--- config.mk ---
export PLATFORM = sky130hd
export DESIGN_NAME = param_regfile_sb
export DESIGN_NICKNAME = d
export VERILOG_FILES = /design/src/rtl/regfile_sb_pkg.sv /design/src/rtl/regfile_clear_fsm.sv /design/src/rtl/param_regfile_sb.sv
export SDC_FILE = /design/constraint.sdc
export NUM_CORES = 2
export LEC_CHECK = 0
export CORE_ASPECT_RATIO = 1.75
export CORE_MARGIN = 10
export CORE_UTILIZATION = 49
export CTS_BUF_LIST = sky130_fd_sc_hd__clkbuf_4
export CTS_CLUSTER_SIZE = 12
export DETAILED_ROUTE_END_ITERATION = 12
export PLACE_DENSITY = 0.73
export SLEW_MARGIN = 20
export SYNTH_ARGS = -nofsm -noshare
export SYNTH_HDL_FRONTEND = slang
export SYNTH_SLANG_ARGS = --single-unit
--- constraint.sdc ---
create_clock -name clk -period 3 [get_ports clk]
set_input_delay 0.45 -clock clk [delete_from_list [all_inputs] [get_ports clk]]
set_output_delay 0.45 -clock clk [all_outputs]
set_load 0.02 [all_outputs]
--- src/rtl/regfile_sb_pkg.sv ---
// Shared types and defaults for the scoreboarded register file and its clear engine.
package regfile_sb_pkg;

    typedef enum logic {
        IDLE  = 1'b0,
        CLEAR = 1'b1
    } clr_state_t;

    localparam int DEF_DW     = 32;
    localparam int DEF_DEPTH  = 32;
    localparam int DEF_NUM_RD = 2;
    localparam int ADDR_ZERO  = 0;

endpackage

--- src/rtl/regfile_clear_fsm.sv ---
// Bulk-clear sequencer: sweeps every register address once, one per cycle, while busy.
//
// state | meaning
// IDLE  | normal operation, writes and pending updates allowed
// CLEAR | sweeping counter across the array, writing zero each cycle
module regfile_clear_fsm
    import regfile_sb_pkg::*;
#(
    parameter int   DEPTH = DEF_DEPTH,
    localparam int  AW    = $clog2(DEPTH)
) (
    input  logic          clk,
    input  logic          rst,
    input  logic          clr_req,
    output logic          clr_busy,
    output logic          idle,
    output logic          clr_start,
    output logic          clr_we,
    output logic [AW-1:0] clr_addr
);

    clr_state_t    state, state_nxt;
    logic [AW-1:0] cnt, cnt_nxt;

    always_ff @(posedge clk or negedge rst) begin
        if (!rst) begin
            state <= IDLE;
            cnt   <= '0;
        end else begin
            state <= state_nxt;
            cnt   <= cnt_nxt;
        end
    end

    always_comb begin
        state_nxt = state;
        cnt_nxt   = cnt;
        clr_start = 1'b0;
        clr_we    = 1'b0;
        case (state)
            IDLE: begin
                if (clr_req) begin
                    state_nxt = CLEAR;
                    cnt_nxt   = '0;
                    clr_start = 1'b1;
                end
            end
            CLEAR: begin
                clr_we  = 1'b1;
                cnt_nxt = cnt + AW'(1);
                if (cnt == AW'(DEPTH - 1))
                    state_nxt = IDLE;
            end
        endcase
    end

    // Busy is the state flop itself, so it is registered and glitch-free.
    assign clr_busy = (state == CLEAR);
    assign idle     = (state == IDLE);
    assign clr_addr = cnt;

endmodule

--- src/rtl/param_regfile_sb.sv ---
// Parametrised register file with hardwired r0, per-register pending bits and bulk clear.
// Define REGFILE_BYPASS_EN to forward a committing write to same-address reads in the same cycle.
module param_regfile_sb
    import regfile_sb_pkg::*;
#(
    parameter int   DW     = DEF_DW,
    parameter int   DEPTH  = DEF_DEPTH,
    parameter int   NUM_RD = DEF_NUM_RD,
    localparam int  AW     = $clog2(DEPTH)
) (
    input  logic                 clk,
    input  logic                 rst,
    input  logic [NUM_RD*AW-1:0] rd_addr,
    output logic [NUM_RD*DW-1:0] rd_data,
    input  logic                 wr_en,
    input  logic [AW-1:0]        wr_addr,
    input  logic [DW-1:0]        wr_data,
    input  logic                 pend_set,
    input  logic [AW-1:0]        pend_addr,
    output logic [DEPTH-1:0]     pend_vec,
    input  logic                 clr_req,
    output logic                 clr_busy
);

    logic [DW-1:0] mem [DEPTH];
    logic          idle, clr_start, clr_we;
    logic [AW-1:0] clr_addr;
    logic          wr_commit, pend_commit;

    regfile_clear_fsm #(.DEPTH(DEPTH)) u_clear_fsm (
        .clk       (clk),
        .rst       (rst),
        .clr_req   (clr_req),
        .clr_busy  (clr_busy),
        .idle      (idle),
        .clr_start (clr_start),
        .clr_we    (clr_we),
        .clr_addr  (clr_addr)
    );

    assign wr_commit   = wr_en    && idle && (wr_addr   != AW'(ADDR_ZERO));
    assign pend_commit = pend_set && idle && (pend_addr != AW'(ADDR_ZERO));

    // Sweep writes and normal writes are mutually exclusive by FSM state.
    always_ff @(posedge clk or negedge rst) begin
        if (!rst) begin
            for (int i = 0; i < DEPTH; i++)
                mem[i] <= '0;
        end else if (clr_we) begin
            mem[clr_addr] <= '0;
        end else if (wr_commit) begin
            mem[wr_addr] <= wr_data;
        end
    end

    // Set is applied after clear so a new producer supersedes a same-address writeback.
    always_ff @(posedge clk or negedge rst) begin
        if (!rst) begin
            pend_vec <= '0;
        end else if (clr_start) begin
            pend_vec <= '0;
        end else begin
            if (wr_commit)
                pend_vec[wr_addr] <= 1'b0;
            if (pend_commit)
                pend_vec[pend_addr] <= 1'b1;
        end
    end

    for (genvar g = 0; g < NUM_RD; g++) begin : g_rd
        logic [AW-1:0] ra;
        logic [DW-1:0] rv;

        assign ra = rd_addr[g*AW +: AW];

        always_comb begin
            rv = mem[ra];
`ifdef REGFILE_BYPASS_EN
            if (wr_commit && (ra == wr_addr))
                rv = wr_data;
`else
`endif
            if (ra == AW'(ADDR_ZERO))
                rv = '0;
        end

        assign rd_data[g*DW +: DW] = rv;
    end

endmodule

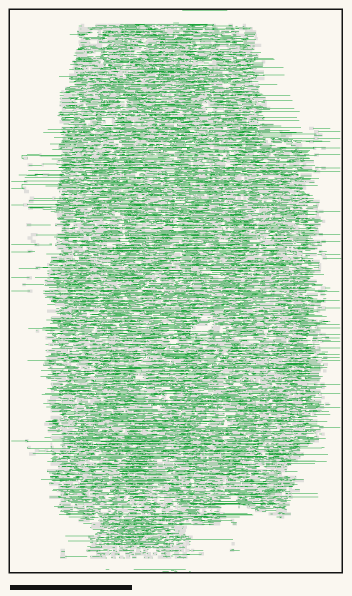
Figure 1: the metal 1 layer.
Bar = 100 um. Cells faint in the background.
- nets with wire on the layer: 4267
- wire length on this layer: 71.7 mm

==> run_results.csv <==
group,metric,value,unit
logic_synthesis,topCellsByArea,"dfrtp_1 (49%), mux4_2 (19%), a22o_1 (16%), clkbuf_1 (2.7%), mux2i_1 (2.4%)",
clocking,clockBufferDepth,3,
die,die_h,460,um
place,dpl_worst_slack,-0.485,ns
route,num_vias,46000,
grt,grt_pass1_wl,332000,um
logic_synthesis,fp_nets,4007,
final_timing,min_period,3.45,ns
logic_synthesis,common_cells,"dfrtp_1 (1062), a22o_1 (996), mux4_2 (448)",
logic_synthesis,synth.distinct_cells,48,
critical_path,r2r-start,"u_clear_fsm.clr_addr[0]",
status,status,"finished with violations",
clocking,insertion_delay,1.28,ns
final_timing,finalWorstSetupSlack,-0.454,ns
run,warning_count,41,
final_timing,slew_headroom,17.5,%
grt,grt-ovfl-total,0,
critical_path,crit_slowest_cell,"mux4_2",
grt,grt_usage,36.3,%
final_timing,slew_viol_final,0,
clocking,cts_sinks,1062,
pwr,pwr-share-comb,26.8,%
critical_path,path_common_cell,"buf_4",
layout,nNonClkBuffers,726,
status,failed_checks,"negative setup slack",
clocking,clk_pin_slew,0.08,ns
place,place_hpwl,139000,um
pwr,power,40.9,mW
grt,antenna_found_initial,7,
final_timing,setup_viol,64,
route,drt-total-wl,229000,um
critical_path,crit_type,"reg2out",
layout,top_area_cell_class,"logic gates",
critical_path,cpLargestDelayFamily,"multiplexers",
grt,grt_busiest_layer,"met2",
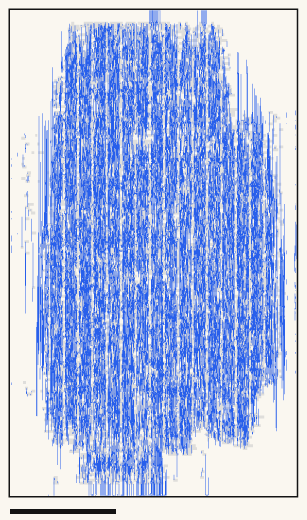
Figure 2: met2 routing.
Bar = 100 um. Cells faint in the background.
- main direction: vertical
- longest straight run: 130 um
- share of all routed wire: 45%
- wire length on this layer: 102 mm

Power is estimated from default activity; no workload was simulated.
